--- config.mk ---
export PLATFORM = sky130hd
export DESIGN_NAME = psum_adder
export DESIGN_NICKNAME = d
export VERILOG_FILES = /design/src/rtl/psum_adder.sv
export SDC_FILE = /design/constraint.sdc
export NUM_CORES = 1
export LEC_CHECK = 0
export ABC_AREA = 1
export CORE_ASPECT_RATIO = 2
export CORE_MARGIN = 8
export CORE_UTILIZATION = 40
export CTS_BUF_LIST = sky130_fd_sc_hd__clkbuf_16
export DETAILED_ROUTE_END_ITERATION = 12
export GPL_TIMING_DRIVEN = 0
export SYNTH_ARGS = -nofsm -noshare
export SYNTH_HDL_FRONTEND = slang
export SYNTH_HIERARCHICAL = 1
export SYNTH_SLANG_ARGS = --single-unit
--- constraint.sdc ---
create_clock -name clk -period 7.4 [get_ports clk]
set_input_delay 1.11 -clock clk [delete_from_list [all_inputs] [get_ports clk]]
set_output_delay 1.11 -clock clk [all_outputs]
set_load 0.02 [all_outputs]
--- src/rtl/psum_adder.sv ---
// psum_adder: gathers one signed partial sum per PE lane, reduces them and emits the
// per-pixel result with its address to output memory. Build option PSUM_RELU_EN clamps negative results to 0.

module psum_lane #(
   parameter int DW = 8,
   parameter int OW = DW + 2
) (
   input  logic          clk,
   input  logic          reset,
   input  logic          en,
   input  logic          clr,
   input  logic          valid,
   input  logic [DW-1:0] data,
   output logic          ready,
   output logic          got,
   output logic [OW-1:0] nxt
);
   logic [OW-1:0] cap;
   logic [OW-1:0] ext;
   logic          xfer;

   assign ext   = {{(OW-DW){data[DW-1]}}, data};
   assign ready = en & ~got;
   assign xfer  = valid & ready;
   // what this lane contributes if the pixel completes on the coming edge
   assign nxt   = xfer ? ext : cap;

   always_ff @(posedge clk) begin
      if (reset) begin
         got <= 1'b0;
         cap <= '0;
      end else if (clr) begin
         got <= 1'b0;
      end else if (xfer) begin
         got <= 1'b1;
         cap <= ext;
      end
   end
endmodule

module psum_adder #(
   parameter int NUM_IN    = 3,
   parameter int DW        = 8,
   parameter int OW        = DW + 2,
   parameter int OUT_COUNT = 9
) (
   input  logic                 clk,
   input  logic                 reset,
   input  logic                 start_valid,
   output logic                 start_ready,
   input  logic [NUM_IN-1:0]    psum_valid,
   output logic [NUM_IN-1:0]    psum_ready,
   input  logic [NUM_IN*DW-1:0] psum_data,
   output logic                 sum_valid,
   input  logic                 sum_ready,
   output logic [OW-1:0]        sum_data,
   output logic [3:0]           sum_addr,
   output logic                 done_valid,
   input  logic                 done_ready
);
   typedef enum logic [1:0] {S_IDLE, S_GATHER, S_EMIT, S_DONE} state_t;

   typedef struct packed {
      logic [OW-1:0] data;
      logic [3:0]    addr;
   } sum_rsp_t;

   localparam logic [3:0] LAST = 4'(OUT_COUNT - 1);

   state_t                       state;
   logic [3:0]                   count;
   sum_rsp_t                     rsp_q;
   logic                         gather;
   logic                         clr;
   logic                         all_in;
   logic [NUM_IN-1:0]            got;
   logic [NUM_IN-1:0][OW-1:0]    nxt;
   logic signed [OW-1:0]         acc;
   logic [OW-1:0]                res;

   assign gather = (state == S_GATHER);
   // lane flags are cleared when a run starts and when a result leaves
   assign clr    = ((state == S_IDLE) & start_valid) | ((state == S_EMIT) & sum_ready);
   assign all_in = gather & (&(got | (psum_valid & psum_ready)));

   for (genvar g = 0; g < NUM_IN; g++) begin : g_lane
      psum_lane #(.DW(DW), .OW(OW)) u_lane (
         .clk   (clk),
         .reset (reset),
         .en    (gather),
         .clr   (clr),
         .valid (psum_valid[g]),
         .data  (psum_data[g*DW +: DW]),
         .ready (psum_ready[g]),
         .got   (got[g]),
         .nxt   (nxt[g])
      );
   end

   always_comb begin
      acc = '0;
      for (int i = 0; i < NUM_IN; i++) acc = acc + $signed(nxt[i]);
   end

`ifdef PSUM_RELU_EN
   assign res = acc[OW-1] ? '0 : acc;
`else
   assign res = acc;
`endif

   assign sum_data = rsp_q.data;
   assign sum_addr = rsp_q.addr;

   always_ff @(posedge clk) begin
      if (reset) begin
         state       <= S_IDLE;
         count       <= '0;
         start_ready <= 1'b1;
         sum_valid   <= 1'b0;
         rsp_q       <= '0;
         done_valid  <= 1'b0;
      end else begin
         case (state)
            S_IDLE: begin
               if (start_valid) begin
                  state       <= S_GATHER;
                  count       <= '0;
                  start_ready <= 1'b0;
               end
            end
            S_GATHER: begin
               if (all_in) begin
                  sum_valid  <= 1'b1;
                  rsp_q.data <= res;
                  rsp_q.addr <= count;
                  state      <= S_EMIT;
               end
            end
            S_EMIT: begin
               if (sum_ready) begin
                  sum_valid <= 1'b0;
                  if (count == LAST) begin
                     state      <= S_DONE;
                     done_valid <= 1'b1;
                  end else begin
                     count <= count + 4'd1;
                     state <= S_GATHER;
                  end
               end
            end
            S_DONE: begin
               if (done_ready) begin
                  done_valid  <= 1'b0;
                  count       <= '0;
                  state       <= S_IDLE;
                  start_ready <= 1'b1;
               end
            end
            default: state <= S_IDLE;
         endcase
      end
   end
endmodule
run_1/pdn.png
Pins as bars on the die edge. Tap cells in gray.
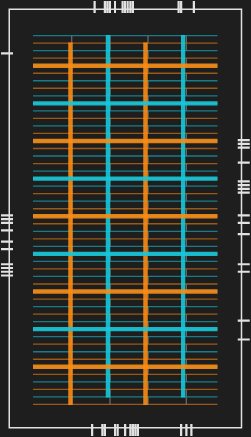
- VSS: orange
- VDD: cyan
- met5 straps: 9
- met1 rails: 50

run_1/cell_classes.png
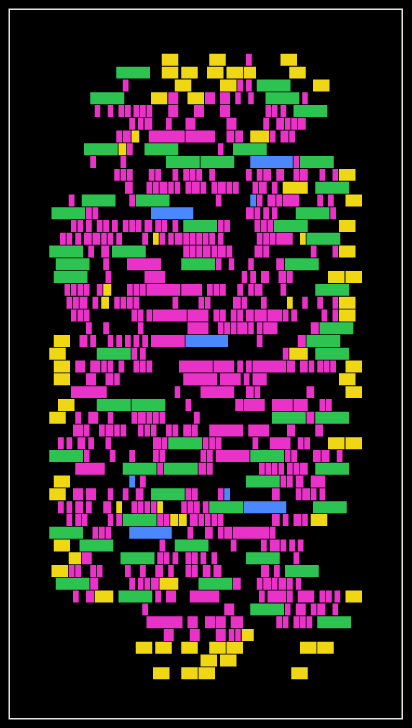
- clock drivers and dummy loads: blue (cells 8; share of their area 3.2%)
- other buffers and delay cells: yellow (cells 70; share of their area 15%)
- all other logic: magenta (cells 478; share of their area 56%)
- flip-flops: green (cells 56; share of their area 26%)
register share of the cell area: 0.255
Core Rows: 49
final standard cell area without fillers: 4400 µm²
Core ar.: 8890 µm²
Finished Core Util: 0.495

run_1/clock_map.png
Bar = 20 µm.
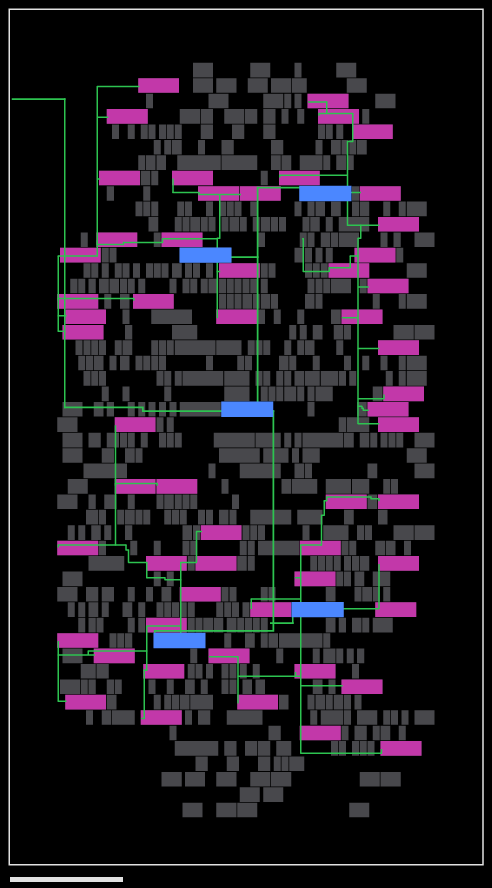
- flip-flops: magenta (count 56)
- cells driving clock nets: blue (count 5)
- clock wires: green (length 758 µm)
- routed clock nets: 6
clock skew: 3.41 ps
Insertion Delay late pin: 290 ps

run_1/metal_stack.png
Bar = 20 µm.
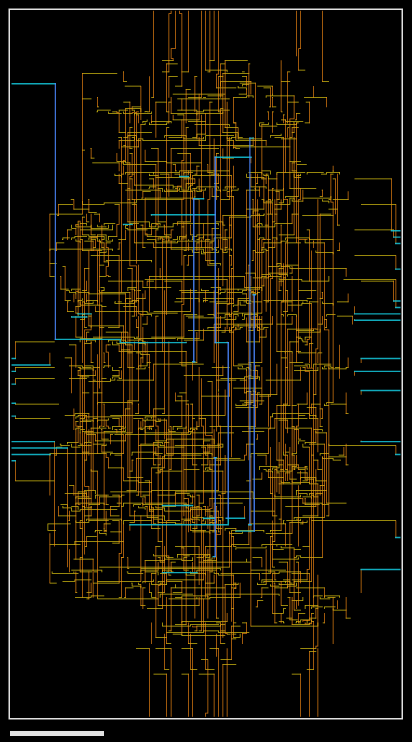
- met1: yellow (wire length 3460 µm)
- met2: orange (wire length 5370 µm)
- met3: cyan (wire length 232 µm)
- met4: blue (wire length 320 µm)

==> summary.txt, run 1 <==
Implementation numbers.

- The antenna diode count is 0.
- In the final timing run, aggregate negative setup slack is 0 ps.
- The flow ran to the end, and the final reports show no timing, DRC or antenna violations.
- Hold is met by 457 ps.
- The worst setup path is launched from an input pin.
- The number of instances resized during post-cts repair is 0.
- The number of global-route vias before repair is 3333.
- Compared with the post-synthesis result, the final layout area differs by 21.3%.
- The clock sink count is 56.
- The share of the core filled by cells before placement is 0.408.
- The synthesized netlist cell count is 553.
- The global routing usage summed across all routing layers is 0.153.
- The final-report max-slew violation count is 0.
- The die is 83.3 µm wide.
- The initial antenna violation count came to 0.
- The headroom to the max-slew limit is 0.509.
- For this run, the top clock speed supported by timing is 0.270 GHz.
- In the post-route report, total wirelength is listed as 9.38 mm.
- The area occupied by multi-input gates is 2050 µm².
- The count of buffers added on input and output ports is 51.
- The endpoint type of the worst setup path is a flop.
- The worst-case setup slack after placement is 3390 ps.
- Looking at the clock tree report, the maximum root-to-sink buffer count equals 2.
- After synthesis, the most frequently instantiated cells are 158 x sky130_fd_sc_hd__nand2_1, 99 x sky130_fd_sc_hd__nor2_1, 79 x sky130_fd_sc_hd__inv_1.
- After synthesis, the share of flip-flops with an asynchronous set or reset is 0.
- The first global-routing pass estimated 15.4 mm of wire.
- The main area contributors are sky130_fd_sc_hd__dfxtp_1 31%, sky130_fd_sc_hd__nand2_1 16%, sky130_fd_sc_hd__nor2_1 10%, sky130_fd_sc_hd__inv_1 8.2%, sky130_fd_sc_hd__nand3_1 5.8%.
- The cell with the largest stage delay on the worst path is sky130_fd_sc_hd__fa_1.
- Setup repair after global routing left no endpoint under its margin.
- The total overflow left after global routing is 0.
- At the end of the flow, the number of nets in the layout was 663.
- In the Yosys report the total cell count is 553.
- In the final layout, the fill cell count is 917.
- The script parses the final routing iteration and logs DRC violations as 0.
- Averaged over all synthesized cells, the footprint is 6.56 µm².
- After clock tree synthesis, the flow added hold-fix buffers numbering 0.
- The placement summary gives the final routability congestion estimate as 0.874.
- Counting tap cells, the placed design contains a total of 706 instances.
- The sequential cell area is 1120 µm².
- The warning total across the stage logs is 27.
- The post-route clock period utilization is 0.500.
- The transition time recorded at the tightest slew-check pin is 734 ps.
- The placed wire-length estimate after detailed placement is 7.64 mm.
- For reference, the most critical setup path is categorized as in2reg.
- In the post-synthesis netlist, the cell with the most instances is sky130_fd_sc_hd__nand2_1.
- Among all flip-flop cells after synthesis, the most frequent one is sky130_fd_sc_hd__dfxtp_1.
- The largest net degree at the start of global routing is 16.
- The fraction of final layout cells sized beyond drive strength 1 is 0.0621.
- Buffers added to address setup during post-CTS repair amount to 0.
- The report lists the cells along the critical path as clkdlybuf4s50_1, buf_4, nand3_4, nand2_1, nand2_1, fa_1, ha_1, fa_1, nand2_1, nand2_1, nand3_1, nand2_1, nand2_1, nand3_1, nand2_1, inv_1.
- The synthesized net count is 605.
- In the final report, the number of hold violations comes to 0.
- The antenna violation net count after detailed routing is 0.
- Yosys printed 6 warnings.
- The floorplan step set the die height to 151 µm.
- The depth of the CTS H-tree is 2.
- The final-report setup violation count is 0.
- Summed over all cells, the static leakage comes to 2.36 nW.
- The clock tree root driver cell is sky130_fd_sc_hd__clkbuf_16.
- The worst hold-check path type is reg2reg.
- The number of DRC markers in iteration 0 is 127.
- Counting distinct cell types in the post-synthesis netlist gives 31.
- In this design, the largest share of critical-path delay is due to adder cells.
- Of all nets on the critical path, the largest fanout is 10.
run 1: kinds of logic after synthesis:
group | after synthesis | share of synthesized area
AOI/OAI and AO/OA | 31 | 0.0438
xor gates and xnor gates | 5 | 0.0121
adders and majority gates | 20 | 0.0897
DFF | 56 | 0.309
buffers and inverters | 104 | 0.127
and+or+nand+nor | 337 | 0.419
run 1: power by group:
part	internal, W	switching [W]	total, W
registers	0.000389	0.0000513	0.000441
logic	0.000401	0.000670	0.00107
clock network	0.000122	0.000105	0.000227
run 1: registers in the layout (all words and copies together) (netlist names):
| name | count |
|---|---|
| start_ready | 1 |
| done_valid | 1 |
| count | 4 |
| g_lane.u_lane/got | 3 |
| state | 2 |
| sum_valid | 1 |
| g_lane.u_lane/cap | 30 |
| sum_addr | 4 |
| sum_data | 10 |
run 1: layout by cell type (no fill, tap or decap), types with 5 or more instances in the layout:
cell type | synthesis | final
sky130_fd_sc_hd__o21ai_1 | 5 | 5
sky130_fd_sc_hd__dfxtp_1 | 56 | 56
sky130_fd_sc_hd__buf_2 | 6 | 6
sky130_fd_sc_hd__a21oi_1 | 15 | 15
sky130_fd_sc_hd__fa_1 | 10 | 10
sky130_fd_sc_hd__nand4_1 | 21 | 21
sky130_fd_sc_hd__clkbuf_16 | 0 | 5
sky130_fd_sc_hd__clkbuf_1 | 5 | 5
sky130_fd_sc_hd__clkdlybuf4s50_1 | 0 | 51
sky130_fd_sc_hd__inv_1 | 79 | 81
sky130_fd_sc_hd__nand3_1 | 42 | 42
sky130_fd_sc_hd__nand2_1 | 158 | 158
sky130_fd_sc_hd__ha_1 | 10 | 10
sky130_fd_sc_hd__o21ai_0 | 9 | 9
sky130_fd_sc_hd__nor2_1 | 99 | 99
run 1: area by class of cell:
type	count	share of cell area
flip-flops and latches	56	0.255
multi-input cells	393	0.465
clock buffers	5	0.0284
clock inverters	3	0.00256
well taps	102	0.0290
inverters	85	0.0745
plain buffers	19	0.0298
repair buffers	51	0.116
run 1: worst paths after layout:
path	start	slack [ps]	endpoint	cells past startpoint
worst min register to register	start_ready	460	start_ready	2
worst min-delay path	start_ready	460	start_ready	2
worst max register to register	state[0]	4150	sum_data[9]	16
worst max-delay path	psum_valid[0]	3700	sum_data[9]	16
run 1: per-layer routing:
layer	global-route usage	up-vias	part of all wire
met5	0	-	0
met4	0.0796	0	0.034
met3	0.0260	15	0.025
met2	0.315	53	0.57
met1	0.134	1516	0.37
li1	-	1827	-
run 1: worst register-to-register path, stage by stage, from the launching register on:
cell                      delay [ps]
sky130_fd_sc_hd__dfxtp_1         410
sky130_fd_sc_hd__inv_2            90
sky130_fd_sc_hd__nor2_4          440
sky130_fd_sc_hd__buf_6           230
sky130_fd_sc_hd__nand4_1         130
sky130_fd_sc_hd__nand2_1         170
sky130_fd_sc_hd__fa_1            440
sky130_fd_sc_hd__ha_1            240
sky130_fd_sc_hd__fa_1            400
sky130_fd_sc_hd__nand2_1          80
sky130_fd_sc_hd__nand2_1          80
sky130_fd_sc_hd__nand3_1         110
sky130_fd_sc_hd__nand2_1          60
sky130_fd_sc_hd__nand2_1          60
sky130_fd_sc_hd__nand3_1         100
sky130_fd_sc_hd__nand2_1          70
sky130_fd_sc_hd__inv_1            30
## Run 2: what changed since run 1
- clock period: 7.4 -> 3.8 ns (I/O delays scaled with it)
==> run 2 against run 1 <==
- largest power group unchanged
- critical path type is now reg2reg
- clock skew stayed put
- worst hold slack stayed put
- highest routed layer unchanged
- via count stayed put
- critical endpoint unchanged
==> summary.txt, run 2 <==
Implementation numbers.

- Switching power as a fraction of the total was reported as 0.475.
- The total instance count after detailed placement is 706.
- Once detail routing completed, the nets flagged for antenna violations numbered 0.
- The clock sink count is 56.
- The wire length reported by the detailed router is 9.38 mm.
- The synthesized netlist cell count is 553.
- In the final report, the number of pins over their slew limit comes to 0.
- The run finished with clean final reports.
- The worst hold-check path type is reg2reg.
- The proportion of synthesized flip-flops having asynchronous set or reset is 0.
- The last weighted congestion value of the routability-driven placer is 0.874.
- The sequential fraction of design power is 0.253.
- The register with the highest flop count is g_lane.u_lane/cap.
- The DRC violation total left in the routed layout is recorded as 0.
- The share of the core filled by cells before placement is 0.408.
- The synthesis run shows the most used standard cells to be 158 x sky130_fd_sc_hd__nand2_1, 99 x sky130_fd_sc_hd__nor2_1, 79 x sky130_fd_sc_hd__inv_1.
- Per the placement log, port buffering inserted 51 buffers.
- In the Yosys report the total cell count is 553.
- Sorting the synthesized cells by area gives the leading types as sky130_fd_sc_hd__dfxtp_1 31%, sky130_fd_sc_hd__nand2_1 16%, sky130_fd_sc_hd__nor2_1 10%, sky130_fd_sc_hd__inv_1 8.2%, sky130_fd_sc_hd__nand3_1 5.8%.
- The worst setup path is launched from a flop.
- Synthesis produced a netlist with a net count of 605.
- The most frequently used cell type in the post-synthesis netlist is sky130_fd_sc_hd__nand2_1.
- After the last flow step, the layout net total stands at 663.
- The setup path with the least slack is of type reg2reg.
- The number of global-route vias before repair is 3333.
- At the end of the flow the core is filled with cells to 0.495.
- Post-route period utilization is reported as 0.855.
- The maximum fanout count along the critical path is 10.
- For reference, the placement row count at floorplan is 49.
- Setup repair after global routing left no endpoint under its margin.
- Across every metal layer, demand over resource in global routing totals 0.153.
- The number of buffers inserted for hold repair after clock tree synthesis is 0.
- The core box area is 8890 µm².
- Entering global routing, the biggest net connects 16 pins.
- The count of filler cells inserted in the layout is 917.
- The placed wire-length estimate after detailed placement is 7.64 mm.
- Yosys mapped the design onto 31 distinct sky130hd cell types.
- STA classifies the critical path endpoint as a flop.
- The number of instances resized during post-cts repair is 0.
- Across the whole layout, storage elements account for 1120 µm².
- The post-synthesis area per instance is 6.56 µm².
- The global-route wire length before repair is 15.4 mm.
- The depth of the CTS H-tree is 2.
-- run 2: cell counts after synthesis --
No cell type changed its count.
-- run 2: worst paths after layout --
path	start	endpoint	slack (ps)	cells after the start
worst max-delay path	state[0]	sum_data[9]	550	16
worst min-delay path	start_ready	start_ready	460	2
worst max register to register	state[0]	sum_data[9]	550	16
worst min register to register	start_ready	start_ready	460	2
-- run 2: logic make-up after synthesis --
group,Yosys count,synth area share
adder cells (fa/ha/maj),20,0.0897
buffers and inverters,104,0.127
XOR/XNOR,5,0.0121
AND-OR/OR-AND,31,0.0438
AND/OR/NAND/NOR,337,0.419
flip-flops,56,0.309
-- run 2: routing by layer --
metal  vias to the layer above  routed length, µm  global-route usage
met5                         -                  0                   0
met2                        53               5370               0.315
li1                       1827                  -                   -
met1                      1516               3460               0.134
met4                         0                319              0.0796
met3                        15                231              0.0260
-- run 2: stage by stage --
step                hold slack (ps)  area [µm²]  setup slack (ps)
floorplan                       475        3630              1040
CTS                             465        4400               527
global placement                444        4270               343
global route                    505        4400               343
finish                          457        4400               551
detailed placement              447        4270               326
-- run 2: cell type report --
type                    count  share of cell area
clock inverters             3             0.00256
clock buffers               5              0.0284
inverters                  85              0.0745
flip-flops and latches     56               0.255
multi-input cells         393               0.465
well taps                 102              0.0290
plain buffers              19              0.0298
repair buffers             51               0.116
-- run 2: power by group through the flow --
stage               sequential, W  combinational [W]  clock, W
floorplan                0.000855            0.00161         0
global placement         0.000864            0.00206         0
detailed placement       0.000870            0.00209         0
CTS                      0.000858            0.00211  0.000460
global route             0.000878            0.00240  0.000477
finish                   0.000858            0.00209  0.000442
-- run 2: critical path, stage by stage, from the launching register on --
cell                      delay (ps)
sky130_fd_sc_hd__dfxtp_1         410
sky130_fd_sc_hd__inv_2            90
sky130_fd_sc_hd__nor2_4          440
sky130_fd_sc_hd__buf_6           220
sky130_fd_sc_hd__nand4_1         130
sky130_fd_sc_hd__nand2_1         170
sky130_fd_sc_hd__fa_1            440
sky130_fd_sc_hd__ha_1            240
sky130_fd_sc_hd__fa_1            400
sky130_fd_sc_hd__nand2_1          80
sky130_fd_sc_hd__nand2_1          80
sky130_fd_sc_hd__nand3_1         110
sky130_fd_sc_hd__nand2_1          60
sky130_fd_sc_hd__nand2_1          60
sky130_fd_sc_hd__nand3_1         100
sky130_fd_sc_hd__nand2_1          70
sky130_fd_sc_hd__inv_1            30
run_2/metal_stack.png
Bar = 20 µm.
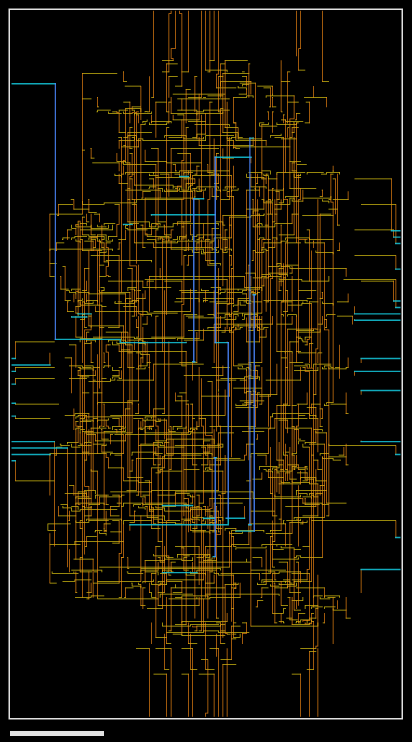
- met1: yellow (wire length 3460 µm)
- met2: orange (wire length 5370 µm)
- met3: cyan (wire length 232 µm)
- met4: blue (wire length 320 µm)

## Run 3: what changed since run 2
- ABC_AREA: 1 -> not set
- GPL_ROUTABILITY_DRIVEN: not set -> 0
run_3/final_congestion.png
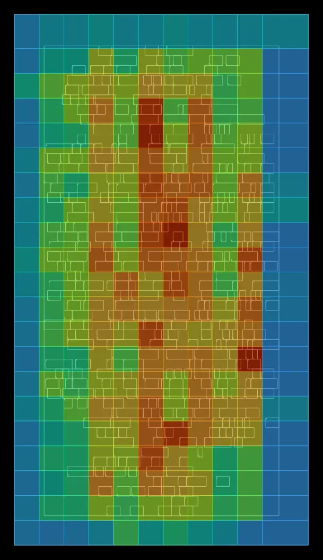
Finished Core Util: 0.501
most used routing layer: met2
global routing met1 resource utilization: 0.128
global-route met3 utilization: 0.0286
met2 capacity usage during global routing: 0.265

==> run 3 against run 2 <==
- wire length decreased by 16%
- highest routed layer unchanged
- combinational power is 83% lower
- critical path type is now in2reg
- register-to-register slack lost 280 ps
- utilization increased by 0.60 points
- critical endpoint unchanged
- die size decreased by 4.0%
- worst hold slack worse by 3.9 ps
- area after synthesis shrank 4.7%
- clock skew rose by 1.4 ps
- sequential power down 28%
- non-clock buffer count increased by 5
==> summary.txt, run 3 <==
Implementation numbers.

- The number of rows created at floorplan is 48.
- The synthesis run shows the most used standard cells to be 57 x sky130_fd_sc_hd__nand2b_1, 56 x sky130_fd_sc_hd__dfxtp_1, 30 x sky130_fd_sc_hd__mux2_4, 30 x sky130_fd_sc_hd__mux2i_1, 29 x sky130_fd_sc_hd__nand2_1.
- The leakage dissipation is 1.76 nW.
- The area added between synthesis and finish is 23.6%.
- The maximum buffer depth of the clock tree is 2.
- The area fraction of the largest cell type after synthesis is 0.324.
- The count of cell types in the netlist is 40.
- The clock sink count is 56.
- The cell area power density is 332 nW/µm².
- Summed over all failing endpoints, the final setup total negative slack is 0 ps.
- The number of flip-flops in the largest register is 30.
- Per the final timing report, the hold violations number 0.
- The end-of-flow timing check tallies setup violations at 0.
- In the synthesized netlist the dominant register cell turns out to be sky130_fd_sc_hd__dfxtp_1.
- The core region is 8530 µm².
- In this build the clock could be raised as far as 0.279 GHz.
- OpenSTA, run right after detailed placement, puts the worst setup slack at -139 ps.
- The worst setup path is captured at a flop.
- The top cell types in the final layout, fill and taps aside, are 57 x sky130_fd_sc_hd__nand2b_1, 56 x sky130_fd_sc_hd__dfxtp_1, 50 x sky130_fd_sc_hd__clkdlybuf4s50_1, 30 x sky130_fd_sc_hd__mux2_4, 30 x sky130_fd_sc_hd__mux2i_1.
- The share of the core filled by cells before placement is 0.406.
- In this run the maximum-capacitance check reported violations numbering 0.
- The most common cell after layout, fill and taps aside is sky130_fd_sc_hd__nand2b_1.
- The run finished with clean final reports.
- The total overflow left after global routing is 0.
- In the final layout, the multi-input gates occupy 2190 µm².
- In the final layout, the share of cells above drive strength 1 is 0.145.
- Per the CTS log, the root buffer master is sky130_fd_sc_hd__clkbuf_16.
- The number of port buffers is 51.
- The script parses the final routing iteration and logs DRC violations as 0.
- The H-tree generated during clock tree synthesis spans 2 levels.
- The global-route wire length before repair is 12.7 mm.
- According to the I/O placement log, the pin count is 52.
- In the final layout, flip-flops and latches occupy 1120 µm².
- Checking hold timing, the worst path is listed with class reg2reg.
- The initial antenna violation count was 0.
- According to the floorplan report, the die height is 147 µm.
- Entering global routing, the biggest net connects 18 pins.
- Clock latency on the worst-skew pair, taken at its later pin, is 300 ps.
- For this run, the number of Yosys warnings is 6.
- The chip area line of the yosys report is 3460 µm².
- The final-report max-slew violation count is 0.
- The pin slew with the least headroom to its limit is 847 ps.
- The cell count listed in synth_stat.txt is 342.
- The startpoint-to-endpoint class of the critical path is in2reg.
- The number of global-route vias before repair is 2651.
- The clock period could shrink to 3590 ps.
- Sorting the synthesized cells by area gives the leading types as sky130_fd_sc_hd__dfxtp_1 32%, sky130_fd_sc_hd__mux2_4 13%, sky130_fd_sc_hd__nand2b_1 10%, sky130_fd_sc_hd__mux2i_1 8.7%, sky130_fd_sc_hd__fa_1 5.8%.
- The headroom to the max-slew limit is 0.435.
- The worst setup margin is 210 ps.
- Setup repair after global routing left no endpoint under its margin.
- At the end of the flow, the number of nets in the layout was 457.
- The final timing summary puts the cycle share of the worst path at 0.945.
- The number of buffers inserted for hold repair after clock tree synthesis is 0.
- Per the synth stats, the proportion of register bits with asynchronous set or reset is 0.
- The kind of start point of the critical path is an input pin.
- The data required time at the worst endpoint is 4020 ps.
- For reference, the post-synthesis area per instance comes to 10.1 µm².
- For this run, the total global-route usage over all layers was measured as 0.136.
- The antenna violation net count after detailed routing is 0.
- In this run, the number of DRC markers left after iteration 0 of detailed routing was 59.
- The placed wire-length estimate after detailed placement is 6.39 mm.
- The setup skew after layout is 4.77 ps.
- The report shows a maximum critical-path fanout of 10.
- At floorplan, the net count of the design was reported as 394.
- For the worst setup path, the data arrival time is 3810 ps.
- The warning total across the stage logs is 27.
- The die span in x is 81.8 µm.
- The most frequently used cell type in the post-synthesis netlist is sky130_fd_sc_hd__nand2b_1.
- The wire length reported by the detailed router is 7.91 mm.
- Synthesis produced 342 cells.
- The register with the highest flop count is g_lane.u_lane/cap.
- The antenna diode count is 0.
- The count of filler cells inserted in the layout is 855.
-- run 3: cell count changes in the layout (fill, tap and decap cells not counted), sizes merged, moves of 30 or more --
cell	before	now
nand3	48	3
inv	86	8
mux2	0	30
nand2	159	29
mux2i	0	30
nand2b	0	57
nor2	100	9
-- run 3: path summary, 6_finish.rpt --
kind                       to  cells past startpoint  slack [ps]     startpoint
setup / recovery  sum_data[9]                     12         210  psum_valid[1]
setup reg to reg  sum_data[9]                     14         270       state[0]
hold reg to reg   sum_data[7]                      2         450    sum_data[7]
hold / removal    sum_data[7]                      2         450    sum_data[7]
-- run 3: logic make-up (layout without fill, tap and decap cells) --
logic type / after synthesis / count (layout) / share of synthesized area
flip-flops: 56 / 56 / 0.324
AND-OR/OR-AND: 47 / 47 / 0.0857
adder cells (fa/ha/maj): 20 / 20 / 0.0941
multiplexers: 60 / 60 / 0.217
XOR/XNOR: 9 / 9 / 0.0228
AND/OR/NAND/NOR: 125 / 125 / 0.211
buffers and inverters: 25 / 89 / 0.0449
-- run 3: stage by stage --
stage / cells / instance area (µm²) / utilization / hold slack, ps
after floorplan: 342 / 3460 / - / 448
after global placement: 493 / 4090 / 0.480 / 443
after detailed placement: 493 / 4090 / 0.480 / 446
after CTS: 501 / 4240 / 0.497 / 455
after global routing: 506 / 4280 / 0.501 / 482
final: 506 / 4280 / 0.501 / 453
-- run 3: layer usage --
layer	up-vias	share of wire
li1	1311	-
met1	1211	0.37
met2	39	0.57
met3	9	0.038
met4	0	0.024
met5	-	0
-- run 3: power breakdown --
part	leakage, nW	internal (W)	switching (W)	total [W]
Sequential	0.453	0.000606	0.0000113	0.000618
Clock	0.0738	0.000238	0.000209	0.000448
Combinational	1.23	0.000188	0.000168	0.000356
Total	1.76	0.00103	0.000389	0.00142
-- run 3: timing repair --
action	4_1_cts	5_1_grt
endpoints found under the setup margin	1	1
gates resized	1	1
pin swaps	0	0
buffers inserted	0	5
-- run 3: layout make-up --
class	count	area share
Buffer	19	0.0310
Clock buffer	5	0.0293
Clock inverter	3	0.00263
Inverter	6	0.00527
Multi-Input combinational cell	261	0.512
Sequential cell	56	0.262
Tap cell	100	0.0293
Timing Repair Buffer	56	0.129
-- run 3: critical path, cell delays in order --
cell	delay [ps]
sky130_fd_sc_hd__clkdlybuf4s50_1	570
sky130_fd_sc_hd__nand3b_1	120
sky130_fd_sc_hd__buf_6	170
sky130_fd_sc_hd__mux2_4	310
sky130_fd_sc_hd__fa_1	460
sky130_fd_sc_hd__ha_1	250
sky130_fd_sc_hd__fa_1	430
sky130_fd_sc_hd__a211oi_2	240
sky130_fd_sc_hd__o31ai_1	150
sky130_fd_sc_hd__a31oi_1	220
sky130_fd_sc_hd__xnor2_1	120
sky130_fd_sc_hd__a211oi_2	210
No activity file was given, so power comes from the tool's default toggle rates.
